--- config.mk ---
export PLATFORM = sky130hd
export DESIGN_NAME = half_adder
export DESIGN_NICKNAME = d
export VERILOG_FILES = /design/src/rtl/alu_pkg.sv /design/src/rtl/half_adder_cell.sv /design/src/rtl/half_adder.sv
export SDC_FILE = /design/constraint.sdc
export NUM_CORES = 1
export LEC_CHECK = 0
export CAP_MARGIN = 5
export CORE_AREA = 2 2 39 41
export CTS_BUF_LIST = sky130_fd_sc_hd__clkbuf_8
export DETAILED_ROUTE_END_ITERATION = 12
export DIE_AREA = 0 0 41 43
export PLACE_DENSITY_LB_ADDON = 0.2
export SYNTH_ARGS = -nofsm -noshare
export SYNTH_HDL_FRONTEND = slang
export SYNTH_SLANG_ARGS = --single-unit
--- constraint.sdc ---
create_clock -name clk -period 0.8 [get_ports clk]
set_clock_uncertainty 0.15 [all_clocks]
set_input_delay 0.08 -clock clk [delete_from_list [all_inputs] [get_ports clk]]
set_output_delay 0.08 -clock clk [all_outputs]
set_load 0.05 [all_outputs]
--- src/rtl/alu_pkg.sv ---
// Shared ALU datapath constants and types used by the half adder and its lane cell.
package alu_pkg;

    localparam int   HA_MAX_WIDTH = 64;
    localparam logic HA_RESET_VAL = 1'b0;

    // Per-lane result pair; carry sits in the MSB so the pair reads as the 2-bit sum a+b.
    typedef struct packed {
        logic carry;
        logic sum;
    } ha_pair_t;

endpackage

--- src/rtl/half_adder_cell.sv ---
// Single-lane combinational half adder: sum = a ^ b, carry = a & b.
module half_adder_cell (
    input  logic a,
    input  logic b,
    output logic sum,
    output logic carry
);

    assign sum   = a ^ b;
    assign carry = a & b;

endmodule

--- src/rtl/half_adder.sv ---
// Registered lane-parallel half adder with one-cycle latency.
// Optional macro HALF_ADDER_COMB_OUT_EN exposes the unregistered sum_comb/carry_comb ports.
module half_adder
    import alu_pkg::*;
#(
    parameter int   WIDTH     = 1,
    parameter logic RESET_VAL = HA_RESET_VAL
) (
    input  logic             clk,
    input  logic             reset,
    input  logic             in_valid,
    input  logic [WIDTH-1:0] a,
    input  logic [WIDTH-1:0] b,
    output logic             out_valid,
    output logic [WIDTH-1:0] sum,
    output logic [WIDTH-1:0] carry
`ifdef HALF_ADDER_COMB_OUT_EN
    ,
    output logic [WIDTH-1:0] sum_comb,
    output logic [WIDTH-1:0] carry_comb
`endif
);

    ha_pair_t         pair_s [WIDTH];
    logic [WIDTH-1:0] sum_d;
    logic [WIDTH-1:0] sum_q;
    logic [WIDTH-1:0] carry_d;
    logic [WIDTH-1:0] carry_q;
    logic             valid_d;
    logic             valid_q;

    for (genvar i = 0; i < WIDTH; i++) begin : g_lane
        half_adder_cell u_cell (
            .a     (a[i]),
            .b     (b[i]),
            .sum   (pair_s[i].sum),
            .carry (pair_s[i].carry)
        );
`ifdef HALF_ADDER_COMB_OUT_EN
        assign sum_comb[i]   = pair_s[i].sum;
        assign carry_comb[i] = pair_s[i].carry;
`endif
    end

    // Next-state: capture lane results on in_valid, otherwise hold so idle-cycle X never reaches the flops.
    always_comb begin
        sum_d   = sum_q;
        carry_d = carry_q;
        valid_d = 1'b0;
        if (in_valid) begin
            valid_d = 1'b1;
            for (int i = 0; i < WIDTH; i++) begin
                sum_d[i]   = pair_s[i].sum;
                carry_d[i] = pair_s[i].carry;
            end
        end else begin
            valid_d = 1'b0;
        end
    end

    // Result and valid registers; synchronous reset wins over in_valid.
    always_ff @(posedge clk) begin
        if (reset) begin
            sum_q   <= {WIDTH{RESET_VAL}};
            carry_q <= {WIDTH{RESET_VAL}};
            valid_q <= 1'b0;
        end else begin
            sum_q   <= sum_d;
            carry_q <= carry_d;
            valid_q <= valid_d;
        end
    end

    assign sum       = sum_q;
    assign carry     = carry_q;
    assign out_valid = valid_q;

endmodule

route_heat.png
(8 px per um) The die is cut into 8 by 9 equal tiles; white is low, dark blue is high, scaled to the fullest tile. Values are wire area over tile area, all layers added.
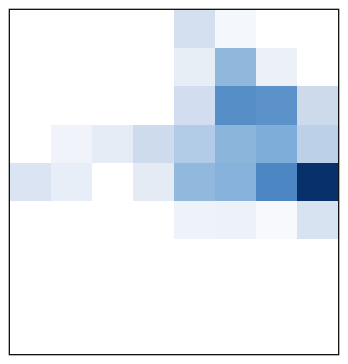
tiles over half the peak	5.6%
fullest tile	0.25
nearly empty tiles	63%
densest ninth of the die	right middle
mean over tiles	0.027
Tot GR Track Use: 4.204%
Wirelength per Cell: 7.250 um
Routed WL: 261 um
Vias: 103

class_map.png
(6 px per um)
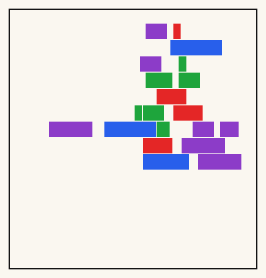
class	colour	cells	share of their area
registers	blue	3	27%
remaining buffers and delay cells	purple	7	38%
clock drivers and dummy loads	red	4	17%
remaining logic cells	green	6	18%

==> flow_summary.ini <==
; flow metrics
[run_status]
status = finished, violations left
failed_checks = setup timing

[final_layout]
mostFrequentLayoutCells = clkbuf_8, buf_12
fin_area_um2 = 279.0
syn2layout_area_growth_pct = 162.4
num-clock-buffers = 3
buf_share_pct = 35.43
clk_share_pct = 16.14
dominant-cell-class = buffers
stdcell_count = 36
seq_area_share_pct = 24.66
nFillCells = 157
buffers = 7
logic_gates = 6
comb_area_um2 = 46.29
drive_above_1_share_pct = 45.00
final_util_pct = 20.16
nNonClkInverters = 0
sh_comb_area_pct = 16.59
diodes = 0
nNetsFinal = 27

[detailed_routing]
wl_met2_um = 103
drc = 0
first_pass_iters = 2
routed-wl-met3_um = 41
maxUsedRoutingLayer = met4
drtIter0Drc = 2
m1WireLength_um = 107
vias_per_cell = 2.861

[global_route]
first_global_vias = 106
use_met1_pct = 3.185
grt_max_degree = 4
grt_use_met2_pct = 4.375
met3_usage_pct = 3.141
busiest_layer = met4
grt_antenna_before_repair = 0
grt_pass1_wl_um = 379
grt_overflow = 0

[cts]
cts_hold_buf = 0
cts_tree = done
root_buffer = clkbuf_8
cts_made_buffers = 3
cts_buffer_depth = 2
cts_sinks = 3
htree_levels = 1
cts_resized = 5
clkLatencyLatePin_ns = 0.21
clk_pin_slew_ns = 0.03
postCtsSetupBuffers = 0

[logic_synthesis]
synth_cell_types = 5
ys_cells = 9
top_area_share_pct = 56.47
synthMuxAreaShare_pct = 18.82
adder_share_pct = 11.76
common_cells = dfxtp_1, mux2i_1, nor2_1
ys_area_um2 = 106.4
synth_area_per_cell_um2 = 11.82
ys_ff = 3
async_flop_share_pct = 0
synthAoiAreaFrac_pct = 0
most_common_cell = dfxtp_1
postSynthSeqShare_pct = 56.47
top_cells_by_area = dfxtp_1, mux2i_1, ha_1
edf_count = 0
syn_area_um2 = 106.4
xor_share_pct = 0
simple_gate_share_pct = 12.94
synth-main-ff-cell = dfxtp_1
synthCells = 9
ys_top_logic_family = multiplexers
synth_nets = 15
synth.largest_area_cell = dfxtp_1

[power]
power.density_nw_per_um2 = 2441
vdd.ir_drop.worst_v = 0.0005459
comb_power_share_pct = 14.5
p_int_uw = 537.1
p_sw_share_pct = 21.14
p_seq_share_pct = 24.4
maxPowerGroup = the clock network
clkPwrFrac_pct = 61.1
p_total_uw = 681.1
powerComb_uw = 98.4
p_clk_uw = 416
p_leak_nw = 0.1225
powerSeq_uw = 166
switchingPower_uw = 144.0

[worst_setup_path]
crit_path_start_kind = flip-flop
crit_path_end = carry
path_buffers = 1
cp_top_family = flip-flops
arrival_ns = 0.69
critPathMaxStageDelay_ns = 0.34
crit_slowest_cell = dfxtp_4
r2r-start = sum
startpoint = carry
cp_max_fo = 2
end_kind = output pin
worstPathRequired_ns = 0.57
r2r_slack_ns = 0.03
worstRegToRegCells = 2
r2r-end = sum

[sta]
fin_crit_ns = 0.9247
slew_viol_final = 0
hold_viol = 0
rsz0062_at_grt = yes
setup_ws_ns = -0.1247
slew_headroom_pct = 89.28
worst_pin_slew_ns = 0.1608
setup_viol = 3
fmax_mhz = 1081
hold_ws_ns = 0.1713
setup_tns_ns = -0.3436
layout_worst_path_cycle_share_pct = 115.6

[worst_hold_path]
hold_class = primary input to flip-flop
worstHoldStart = a
whs_endpoint = sum
hold_depth = 4

[floorplanning]
dieArea_um2 = 1763
dieHeight_um = 43
die_x_um = 41
core_um2 = 1384
fp_util_pct = 7.685
num_io_pins = 8
rows = 14
num_tap_cells = 16

[place]
postPlaceCellArea_um2 = 235.2
io_buffers = 7
gp_congestion = 0.4871
dp_cells = 32

[flow_run]
drv_cap = 0
warnings = 29
clock_wires.png
(12 px per um)
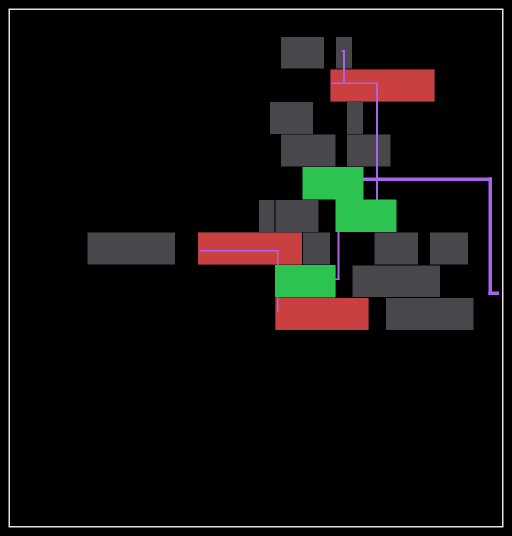
[flip-flops] red | count: 3
[clock-net drivers] green | count: 3
[clock wires] purple | length: 74.0 um
routed clock nets	4

